`config.mk`:
```
export PLATFORM = sky130hd
export DESIGN_NAME = tensor_acc_sequencer
export DESIGN_NICKNAME = d
export VERILOG_FILES = /design/src/rtl/tensor_acc_sequencer.sv
export SDC_FILE = /design/constraint.sdc
export NUM_CORES = 1
export LEC_CHECK = 0
export ABC_CLOCK_PERIOD_IN_PS = 2000
export CAP_MARGIN = 25
export CORE_AREA = 5 5 207 209
export DETAILED_ROUTE_END_ITERATION = 10
export DIE_AREA = 0 0 212 214
export GPL_TIMING_DRIVEN = 0
export PLACE_DENSITY_LB_ADDON = 0.3
export SLEW_MARGIN = 25
export SYNTH_ARGS = -nofsm -noshare
export SYNTH_HDL_FRONTEND = slang
export SYNTH_SLANG_ARGS = --single-unit
```
`constraint.sdc`:
```
create_clock -name clk -period 2 [get_ports clk]
set_input_delay 0.3 -clock clk [delete_from_list [all_inputs] [get_ports clk]]
set_output_delay 0.3 -clock clk [all_outputs]
set_load 0.005 [all_outputs]
```
`src/rtl/tensor_acc_sequencer.sv`:
```
// tensor_acc_sequencer: runs an N-step MAC chain on the BF16 tensor unit,
// feeding each result back as the next C operand and returning the final vector.
module tensor_acc_sequencer #(
    parameter int LEN_W  = 8,
    parameter int TU_LAT = 3
) (
    input  logic             clk,
    input  logic             rst_n,
    input  logic             cmd_valid,
    output logic             cmd_ready,
    input  logic [LEN_W-1:0] cmd_len,
    input  logic [63:0]      cmd_c,
    input  logic             cmd_relu,
    input  logic             op_valid,
    output logic             op_ready,
    input  logic [63:0]      op_a,
    input  logic [63:0]      op_b,
    output logic             tu_en,
    output logic [63:0]      tu_a,
    output logic [63:0]      tu_b,
    output logic [63:0]      tu_c,
    output logic             tu_do_relu,
    input  logic [63:0]      tu_vector_out,
    input  logic             tu_valid_out,
    output logic             res_valid,
    input  logic             res_ready,
    output logic [63:0]      res_data,
    output logic             busy,
    output logic             err_stray
);

    localparam logic [1:0] S_IDLE   = 2'd0;
    localparam logic [1:0] S_FETCH  = 2'd1;
    localparam logic [1:0] S_WAIT   = 2'd2;
    localparam logic [1:0] S_RESULT = 2'd3;

    localparam int         CW  = $clog2(TU_LAT + 1);
    localparam logic [CW-1:0] LAT = CW'(TU_LAT);

    logic [1:0]       state;
    logic [63:0]      acc;
    logic [LEN_W-1:0] remaining;
    logic             relu_r;
    logic [CW-1:0]    wait_cnt;

    logic in_idle, in_fetch, in_wait, in_result;
    logic cmd_fire, op_fire, early, stray, take_res;

    assign in_idle   = (state == S_IDLE);
    assign in_fetch  = (state == S_FETCH);
    assign in_wait   = (state == S_WAIT);
    assign in_result = (state == S_RESULT);

    assign cmd_ready  = in_idle;
    assign op_ready   = in_fetch;
    assign res_valid  = in_result;
    assign busy       = !in_idle;
    assign res_data   = acc;

    assign tu_en      = in_fetch && op_valid;
    assign tu_a       = op_a;
    assign tu_b       = op_b;
    assign tu_c       = acc;
    assign tu_do_relu = in_fetch && relu_r && (remaining == LEN_W'(1));

    assign cmd_fire = cmd_valid && in_idle;
    assign op_fire  = op_valid && in_fetch;

    // A result earlier than the unit latency cannot belong to our issue.
    assign early    = (wait_cnt < LAT);
    assign stray    = !in_wait || early;
    assign take_res = tu_valid_out && in_wait && !early;

    always_ff @(posedge clk or negedge rst_n) begin
        if (!rst_n) begin
            state     <= S_IDLE;
            acc       <= '0;
            remaining <= '0;
            relu_r    <= 1'b0;
            err_stray <= 1'b0;
            wait_cnt  <= '0;
        end else begin
            if (tu_valid_out && stray) begin
                err_stray <= 1'b1;
            end else if (cmd_fire) begin
                err_stray <= 1'b0;
            end

            unique case (state)
                S_IDLE: begin
                    if (cmd_valid) begin
                        acc       <= cmd_c;
                        remaining <= cmd_len;
                        relu_r    <= cmd_relu;
                        state     <= (cmd_len != '0) ? S_FETCH : S_RESULT;
                    end
                end
                S_FETCH: begin
                    if (op_fire) begin
                        remaining <= remaining - LEN_W'(1);
                        wait_cnt  <= CW'(1);
                        state     <= S_WAIT;
                    end
                end
                S_WAIT: begin
                    if (take_res) begin
                        acc   <= tu_vector_out;
                        state <= (remaining != '0) ? S_FETCH : S_RESULT;
                    end else if (wait_cnt != LAT) begin
                        wait_cnt <= wait_cnt + CW'(1);
                    end
                end
                S_RESULT: begin
                    if (res_ready) begin
                        state <= S_IDLE;
                    end
                end
                default: state <= S_IDLE;
            endcase
        end
    end

endmodule

```
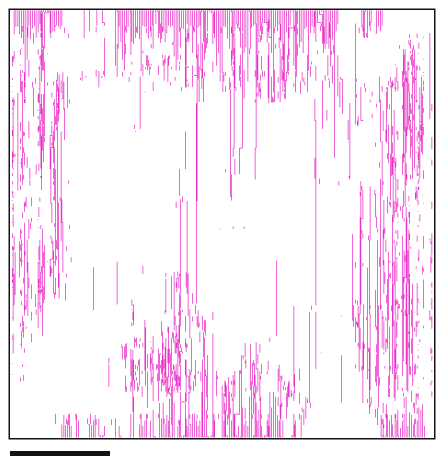
Figure 1: signal wires on met2.
Bar = 50 um.
wire length on this layer: 12,900 um
share of all routed wire: 53%

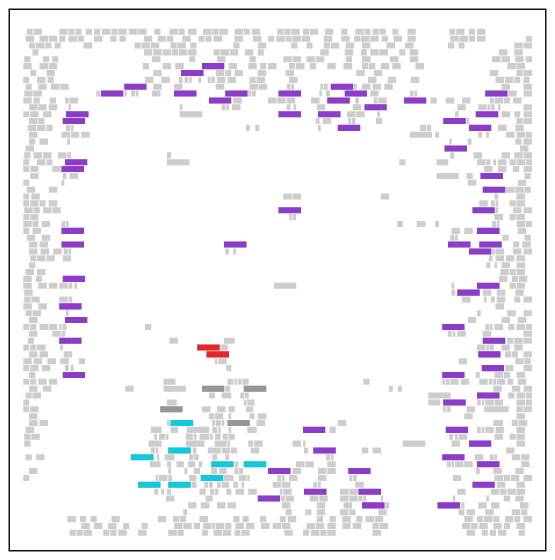
Figure 2: register map, names as in the netlist.
| signal | color | flops |
|---|---|---|
| remaining | cyan | 8 |
| res_data | purple | 64 |
| wait_cnt | red | 2 |
not colored: 4

-- routing by layer --
metal / global-route usage / up-vias
met5: 0 / -
li1: - / 2551
met2: 0.1876 / 274
met1: 0.1052 / 2364
met4: 0.03522 / 0
met3: 0.02838 / 16
-- cell families after synthesis --
family                   Yosys count  synth area share
AND-OR/OR-AND                     95           0.09933
buffers and inverters            224            0.3068
multiplexers                      69            0.1317
flip-flops                        78            0.3716
adder cells (fa/ha/maj)            4          0.009529
AND/OR/NAND/NOR                   99           0.08099
-- state kept, by name, indices dropped and copies added (netlist names) --
name       flops
res_data      64
state          2
relu_r         1
err_stray      1
remaining      8
wait_cnt       2
-- worst reg2reg max path, stage by stage (launching register included) --
cell and delay, ps:
dfrtp_1 350, buf_6 130, nor2b_1 170, buf_4 270, clkbuf_4 350, mux2i_1 360, a21oi_1 120
==> flow_metrics.tcl <==
# metrics dict for downstream scripts
set metrics [dict create \
    critPathArrivalTime_ps 1670 \
    final_cell_mix "401 x clkdlybuf4s50_1, 200 x buf_4, 78 x dfrtp_1, 73 x a21oi_1, 72 x nor2_1" \
    antenna_cells 0 \
    power.density_nw_per_um2 1180 \
    wl_met3_um 2110 \
    grt_pass1_wl_um 34290 \
    swShare 0.3450 \
    htree_levels 3 \
    r2r-end "res_data[19]" \
    crit_family "simple AND/OR/NAND/NOR gates" \
    rsz0062_at_grt "yes" \
    p_int_uw 8019 \
    antenna_found_initial 0 \
    path_buffers 3 \
    mostFrequentLayoutCell "clkdlybuf4s50_1" \
    crit_chain "buf_6 > nand2b_4 > buf_8 > nor4_4 > and4_1 > buf_2" \
    fmax_mhz 507.7 \
    clkbuf_count 13 \
    drcViolationCount 0 \
    fin_util 0.2552 \
    num_vias 5205 \
    p_comb_frac 0.617 \
    cts.sink_count 78 \
    drt_pre_antenna_iters 4 \
    whs_ps 448.8 \
    vdd_ir_drop_max_v 0.0004261 \
    syn_area_um2 5253 \
    grt-ovfl-total 0 \
    buffer_area_frac 0.5530 \
    viasPerCell 3.411 \
    syn_to_final_growth_pct 97.50 \
    postCtsHoldBufs 1 \
    layoutNonFillerInstCount 1526 \
    nNonClkInverters 6 \
    flops 78 \
    p_clk_uw 1620 \
    post-cts-setup-buffer-count 0 \
    hp-class "input port to async pin" \
    grt_use_total 0.09988 \
    outcome "finished clean" \
    drive_gt1_frac 0.2475 \
    final_nets 1266 \
    ys_area_um2 5253 \
    fin_total_pwr_uw 12240 \
    clock_path_buffers 2 \
]
